**src/rtl/led_breathe.sv**
```systemverilog
// rtl/led_breathe.sv - breathing-LED PWM driver with a triangle duty ramp
// Optional macro LED_BREATHE_GAMMA_EN selects squared (gamma) duty mapping.
module led_breathe #(
  parameter int PWM_BITS   = 8,
  parameter int STEP_TICKS = 11719
) (
  input  logic                CLK,
  input  logic                RST_N,
  input  logic                EN,
  output logic                LEDG_N,
  output logic [PWM_BITS-1:0] DUTY,
  output logic                PEAK
);

  typedef enum logic {RISE, FALL} state_t;

  localparam logic [PWM_BITS-1:0] MAX = {PWM_BITS{1'b1}};
  localparam int SW = (STEP_TICKS > 1) ? $clog2(STEP_TICKS) : 1;
  localparam logic [SW-1:0] STEP_LAST = SW'(STEP_TICKS - 1);

  state_t                state_q, state_d;
  logic [PWM_BITS-1:0]   pwm_cnt_q, pwm_cnt_d;
  logic [SW-1:0]         step_cnt_q, step_cnt_d;
  logic [PWM_BITS-1:0]   ramp_q, ramp_d;
  logic [PWM_BITS-1:0]   duty_q, duty_d;
  logic                  ledg_n_q, ledg_n_d;
  logic                  peak_q, peak_d;
  logic                  step;
  logic [PWM_BITS-1:0]   mapped;
`ifdef LED_BREATHE_GAMMA_EN
  logic [2*PWM_BITS-1:0] sq;
`endif

  always_comb begin
    step       = EN && (step_cnt_q == STEP_LAST);
    pwm_cnt_d  = pwm_cnt_q + PWM_BITS'(1);
    step_cnt_d = step_cnt_q;
    if (EN) step_cnt_d = (step_cnt_q == STEP_LAST) ? '0 : step_cnt_q + SW'(1);

    state_d = state_q;
    ramp_d  = ramp_q;
    peak_d  = 1'b0;
    if (step) begin
      case (state_q)
        RISE: begin
          if (ramp_q == MAX) begin
            state_d = FALL;
            ramp_d  = MAX - PWM_BITS'(1);
            peak_d  = 1'b1;
          end else begin
            ramp_d = ramp_q + PWM_BITS'(1);
          end
        end
        default: begin
          if (ramp_q == '0) begin
            state_d = RISE;
            ramp_d  = PWM_BITS'(1);
          end else begin
            ramp_d = ramp_q - PWM_BITS'(1);
          end
        end
      endcase
    end

`ifdef LED_BREATHE_GAMMA_EN
    sq     = {{PWM_BITS{1'b0}}, ramp_q} * {{PWM_BITS{1'b0}}, ramp_q};
    mapped = PWM_BITS'(sq >> PWM_BITS);
`else
    mapped = ramp_q;
`endif

    // Duty only changes at the carrier boundary, using the pre-step ramp.
    duty_d   = (pwm_cnt_q == MAX) ? mapped : duty_q;
    ledg_n_d = !(pwm_cnt_q < duty_q);
  end

  always_ff @(posedge CLK) begin
    if (!RST_N) begin
      state_q    <= RISE;
      pwm_cnt_q  <= '0;
      step_cnt_q <= '0;
      ramp_q     <= '0;
      duty_q     <= '0;
      ledg_n_q   <= 1'b1;
      peak_q     <= 1'b0;
    end else begin
      state_q    <= state_d;
      pwm_cnt_q  <= pwm_cnt_d;
      step_cnt_q <= step_cnt_d;
      ramp_q     <= ramp_d;
      duty_q     <= duty_d;
      ledg_n_q   <= ledg_n_d;
      peak_q     <= peak_d;
    end
  end

  assign LEDG_N = ledg_n_q;
  assign DUTY   = duty_q;
  assign PEAK   = peak_q;

endmodule
```
**config.mk**
```make
export PLATFORM = sky130hd
export DESIGN_NAME = led_breathe
export DESIGN_NICKNAME = d
export VERILOG_FILES = /design/src/rtl/led_breathe.sv
export SDC_FILE = /design/constraint.sdc
export NUM_CORES = 1
export LEC_CHECK = 0
export ABC_AREA = 1
export CAP_MARGIN = 20
export CORE_MARGIN = 8
export CORE_UTILIZATION = 62
export DETAILED_ROUTE_END_ITERATION = 10
export PLACE_DENSITY_LB_ADDON = 0.3
export SLEW_MARGIN = 20
export SYNTH_ARGS = -nofsm -noshare
export SYNTH_HDL_FRONTEND = slang
export SYNTH_SLANG_ARGS = --single-unit
```
**constraint.sdc**
```tcl
create_clock -name CLK -period 4.4 [get_ports CLK]
set_input_delay 0.88 -clock CLK [delete_from_list [all_inputs] [get_ports CLK]]
set_output_delay 0.88 -clock CLK [all_outputs]
set_load 0.02 [all_outputs]
```
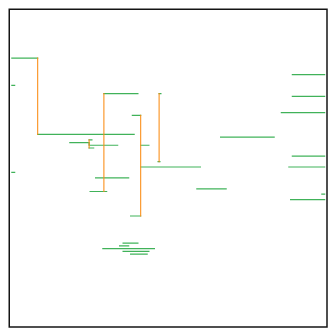
run_1/layers.png
(4 px per um) Two of the layers only.
| layer | color | wire length |
|---|---|---|
| M3 | green | 193 um |
| M4 | orange | 87.7 um |
total number of vias: 2333
Total Routing Usage GR: 0.175
total length of routed wires: 5180 um
per-cell routed wire length: 11.4 um

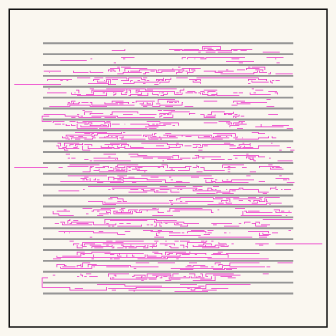
run_1/m1.png
(4 px per um) Supply wires on this layer in gray.
share of all routed wire: 48%
longest straight run: 22.1 um
main direction: horizontal
wire length on this layer: 2480 um
nets with wire on the layer: 385
met1 routing resource usage after global routing: 0.225

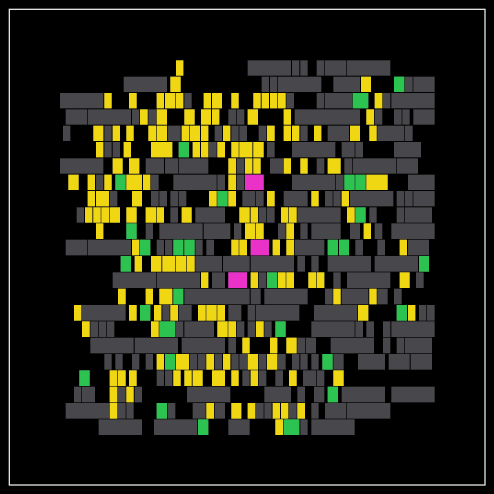
run_1/gates.png
(6 px per um)
| family | color | cells |
|---|---|---|
| nand cells | yellow | 156 |
| aoi and oai cells | green | 29 |
| xor and xnor cells | magenta | 3 |
multi-input gate share of total cell area: 0.506
number of non-filler instances in the completed layout: 454

==> highlights.md, run 1 <==
### Finish
* nand2_1 — most frequent logic cell in the layout
* 0.00138 mm^2 — logic area
* nand2_1, nor2_1, inv_1, dfxtp_1, nand3_1 — most frequently placed logic cells in the final layout
* 14 — max FFs per register

### Min path
* 1 — number of cells traversed by the worst hold path
* pwm_cnt_q[0]$_SDFF_PN0_ — endpoint of the worst hold path

### Pwr
* 284 mW/mm^2 — P per Cell Area
* 0.000160 W — net switching power figure
* 0.0000317 W — Comb group

### Setup path
* 2 — Buf+Inv Stages, Crit Path
* pwm_cnt_q[0]$_SDFF_PN0_ — startpoint of the worst register-to-register path
* buffers and inverters — Top Family by Delay on Critical Path

### Die
* 0.00391 mm^2 — Placeable Area

### Synthesis
* 393 — number of cells in Yosys stat
* 41 — Post-synth regs
* 0.0660 — synthesized-area fraction occupied by adder cells

### Drt
* 5.14 — detail-routed via count per cell

### Placement
* 1740 ps — worst setup slack before clock tree synthesis

### Run status
* completed — result of the run

### Timing
* 0.539 — final worst-path cycle share
* false — setup repair after global routing missed its margin

## run 1: metal layers
metal  vias to the layer above  part of all wire  GRT usage
li1                       1243                 -          -
met1                      1035              0.48      0.225
met2                        43              0.47      0.289
met3                        12             0.037     0.0260
met4                         0             0.017     0.0611
met5                         -                 0          0
## run 1: cells by family after synthesis
group                    Yosys count
adder cells (fa/ha/maj)           13
AND/OR/NAND/NOR                  243
AND-OR/OR-AND                     29
XOR/XNOR                           3
buffers and inverters             64
flip-flops                        41
## run 1: metrics by stage
stage	instance area, um^2	hold slack, ps	instances	utilization	total power (W)
after detailed placement	2590	450	446	0.662	0.000421
after global routing	2730	495	454	0.697	0.000806
final	2730	469	454	0.697	0.000776
after global placement	2590	447	446	0.662	0.000419
after CTS	2730	471	454	0.697	0.000785
after floorplan	2460	427	393	-	0.000411
--- run 2 (diff from run 1) ---
--- a/config.mk
+++ b/config.mk
@@ -8,7 +8,7 @@
 export ABC_AREA = 1
 export CAP_MARGIN = 20
 export CORE_MARGIN = 8
-export CORE_UTILIZATION = 62
+export CORE_UTILIZATION = 54
 export DETAILED_ROUTE_END_ITERATION = 10
 export PLACE_DENSITY_LB_ADDON = 0.3
 export SLEW_MARGIN = 20
==> constraint.sdc (replaced) <==
create_clock -name CLK -period 1.9 [get_ports CLK]
set_input_delay 0.38 -clock CLK [delete_from_list [all_inputs] [get_ports CLK]]
set_output_delay 0.38 -clock CLK [all_outputs]
set_load 0.02 [all_outputs]
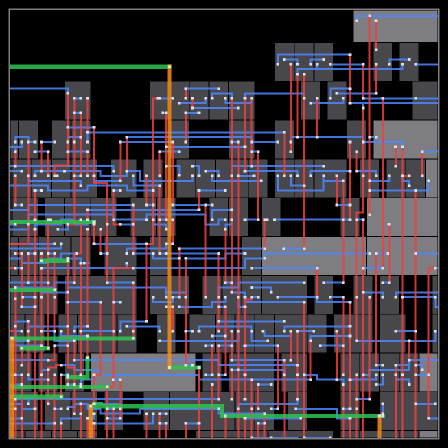
run_2/closeup.png
Window x 27 to 57, y 43 to 73 um. Cells in gray, sequential cells in the stronger gray; small squares are vias.
| layer | color |
|---|---|
| M1 | blue |
| M4 | orange |
| M3 | green |
| M2 | red |
cells with their middle in the window: 105
most frequent: nand2_1 (38), nor2_1 (21), nand3_1 (13)
netlist names of flops here include: `DUTY` (5), `mapped` (1)
sequential cells in the window: 6

==> run 2 against run 1 <==
Non-clock buffer count rose by 8. Sequential share of layout area down 0.12 points. Sequential power grew 130%. Via count rose by 0.69%. Critical path depth is 4 lower. Global-route usage is 2.0 points lower. First-iteration DRC count shrank 18%. Clock-buffer cell count is the same.
==> highlights.md, run 2 <==
### Run status
* completed — result of the run, unchanged

### Drt
* 2470 um — met1 routed wirelength after detailed routing, was 2480 um
* 2360 um — wire length on met2, was 2420 um
* 297 um — wire length on met3, was 192 um
* 5.06 — detail-routed via count per cell, was 5.14
* met4 — highest routed metal layer, unchanged
* 5210 um — total length of routed wires, was 5180 um
* 11.2 um — per-cell routed wire length, was 11.4 um
* 2349 — total number of vias, was 2333

### Placement
* 20.4 ps — worst setup slack before clock tree synthesis, was 1740 ps
* 0.903 — Placer Congestion, was 0.863
* 0.00265 mm^2 — instance area at placement, was 0.00259 mm^2

### GRT
* met2 — grt peak-use layer, unchanged
* 0.259 — global routing met2 resource utilization, was 0.289
* 0.0332 — met3 routing resource usage after global routing, was 0.0260
* 0.188 — met1 routing resource usage after global routing, was 0.225
* 0.155 — Total Routing Usage GR, was 0.175

### Setup path
* step_cnt_q[0]$_SDFFE_PN0P_ — startpoint of the worst register-to-register path, was pwm_cnt_q[0]$_SDFF_PN0_
* output port — element type at the critical path end, was flip-flop
* 1 — Buf+Inv Stages, Crit Path, was 2
* clkdlybuf4s50_1 — slowest library cell on the worst path, unchanged
* buffers and inverters — Top Family by Delay on Critical Path, unchanged
* 300 ps — reg-to-reg slack, setup, was 2730 ps

### Finish
* 0.00274 mm^2 — Design Area, Final, was 0.00273 mm^2
* 0.00138 mm^2 — logic area, unchanged
* nand2_1, nor2_1, inv_1, dfxtp_1, nand3_1 — most frequently placed logic cells in the final layout, unchanged
* 14 — max FFs per register, unchanged
* nand2_1 — most frequent logic cell in the layout, unchanged

### Synthesis
* nand2_1, nor2_1, inv_1, dfxtp_1, nand3_1 — Synth top cells by count, unchanged
* 0.422 — simple-gate share of the synthesized area, unchanged
* 393 — Post-Syn Instances, unchanged
* 0 — Yosys warning count, unchanged
* 0.00246 mm^2 — Chip Area, Yosys, unchanged
* 41 — Post-synth regs, unchanged
* 0.333 — sequential-to-total area share from yosys stat, unchanged
* 393 — number of cells in Yosys stat, unchanged
* 0.0660 — synthesized-area fraction occupied by adder cells, unchanged

### Pwr
* 556 mW/mm^2 — P per Cell Area, was 284 mW/mm^2
* 0.000880 W — power of the sequential group, was 0.000380 W
* 0.000366 W — net switching power figure, was 0.000160 W
* 0.0000823 W — Comb group, was 0.0000317 W

### Min path
* 1 — number of cells traversed by the worst hold path, unchanged
* pwm_cnt_q[0]$_SDFF_PN0_ — endpoint of the worst hold path, unchanged

### Timing
* false — setup repair after global routing missed its margin, unchanged
* 234 ps — final setup margin, was 2030 ps
* 0.877 — final worst-path cycle share

### Die
* 0.00438 mm^2 — Placeable Area, was 0.00391 mm^2

run 2: cell counts after synthesis:
Identical to the previous run, type by type.
run 2: final cells by class:
| class | count | area share |
|---|---|---|
| flip-flops and latches | 41 | 0.300 |
| repair buffers | 20 | 0.0658 |
| well taps | 52 | 0.0237 |
| inverters | 55 | 0.0753 |
| clock buffers | 5 | 0.0251 |
| clock inverters | 3 | 0.00639 |
| multi-input cells | 288 | 0.504 |
run 2: per-stage QoR:
step / util / power [W] / hold slack, ps / cells
2_1_floorplan: - / 0.000953 / 427 / 393
3_3_place_gp: 0.605 / 0.000980 / 443 / 456
3_5_place_dp: 0.605 / 0.000982 / 451 / 456
4_1_cts: 0.625 / 0.00154 / 470 / 464
5_1_grt: 0.625 / 0.00159 / 506 / 464
6_report: 0.625 / 0.00152 / 464 / 464
--- run 3 (diff from run 2) ---
==> constraint.sdc (replaced) <==
create_clock -name CLK -period 1.9 [get_ports CLK]
set_input_delay 0.38 -clock CLK [delete_from_list [all_inputs] [get_ports CLK]]
set_output_delay 0.38 -clock CLK [all_outputs]
set_load 0.005 [all_outputs]
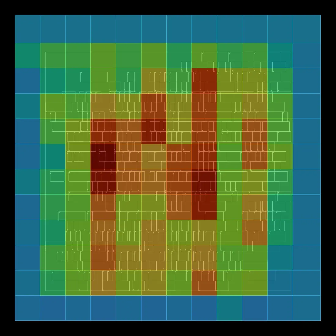
run_3/congestion_map.png
Total Routing Usage GR: 0.155
post-layout utilization of the core: 0.625
met3 routing resource usage after global routing: 0.0332

==> run 3 against run 2 <==
Sequential cell count did not move. First-iteration DRC count did not move. Core utilization is the same.
==> highlights.md, run 3 <==
### Finish
* 0.00138 mm^2 — logic area, unchanged
* 55 — number of ordinary inverters in the final layout, unchanged
* nand2_1, nor2_1, inv_1, dfxtp_1, nand3_1 — most frequently placed logic cells in the final layout, unchanged
* 41 — flip-flops, unchanged
* 464 — number of non-filler instances in the completed layout, unchanged
* 288 — MI comb cells, unchanged
* 0.00274 mm^2 — Design Area, Final, unchanged
* 20 — Plain + repair buffers, unchanged
* 0.0315 — clock-cell share of area, unchanged
* 5 — clock tree buffer count of the final layout, unchanged

### Min path
* 1 — number of cells traversed by the worst hold path, unchanged

### Pwr
* 0.0000801 W — Comb group, was 0.0000823 W
* 555 mW/mm^2 — P per Cell Area, was 556 mW/mm^2
* 0.000880 W — power of the sequential group, about the same
* 0.00152 W — overall power consumption, about the same
* 0.000364 W — net switching power figure, was 0.000366 W
* 1.26 nW — Leak Pwr, unchanged

### Placement
* 456 — DP Cell Count, unchanged
* 20.4 ps — worst setup slack before clock tree synthesis, unchanged
* 0.00265 mm^2 — instance area at placement, unchanged
* 0.903 — Placer Congestion, unchanged

### Timing
* false — setup repair after global routing missed its margin, unchanged
* 294 ps — final setup margin, was 234 ps
* 0.845 — final worst-path cycle share, was 0.877

### Setup path
* 3 — Buf+Inv Stages, Crit Path, was 1
* clkdlybuf4s50_1 — slowest library cell on the worst path, unchanged
* flip-flop — element type at the critical path end, was output port
* 300 ps — reg-to-reg slack, setup, about the same
* step_cnt_q[0]$_SDFFE_PN0P_ — startpoint of the worst register-to-register path, unchanged

### Drt
* 5.06 — detail-routed via count per cell, unchanged
* 5210 um — total length of routed wires, unchanged
* 11.2 um — per-cell routed wire length, unchanged

### Synthesis
* nand2_1, nor2_1, inv_1, dfxtp_1, nand3_1 — Synth top cells by count, unchanged
* 393 — number of cells in Yosys stat, unchanged
* 0 — Yosys warning count, unchanged
* 393 — Post-Syn Instances, unchanged
* 0.333 — sequential-to-total area share from yosys stat, unchanged
* 0.00246 mm^2 — Chip Area, Yosys, unchanged

### Run status
* completed — result of the run, unchanged

### Die
* 0.00438 mm^2 — Placeable Area, unchanged
* 52 — Tapcells, unchanged

run 3: logic make-up (layout without fill, tap and decap cells):
| group | Yosys count | in the layout | synth area share |
|---|---|---|---|
| simple gates | 243 | 243 | 0.422 |
| buf+inv | 64 | 83 | 0.106 |
| compound gates | 29 | 29 | 0.0620 |
| flops | 41 | 41 | 0.333 |
| xor+xnor | 3 | 3 | 0.0107 |
| fa+ha+maj | 13 | 13 | 0.0660 |
run 3: metal layers:
| layer | global-route usage | part of all wire | wire length, um | vias to the layer above |
|---|---|---|---|---|
| met5 | 0 | 0 | 0 | - |
| met4 | 0.0597 | 0.016 | 83 | 0 |
| met3 | 0.0332 | 0.057 | 297 | 10 |
| met2 | 0.259 | 0.45 | 2360 | 62 |
| met1 | 0.188 | 0.47 | 2470 | 1023 |
| li1 | - | - | - | 1254 |
Power is estimated from default activity; no workload was simulated.
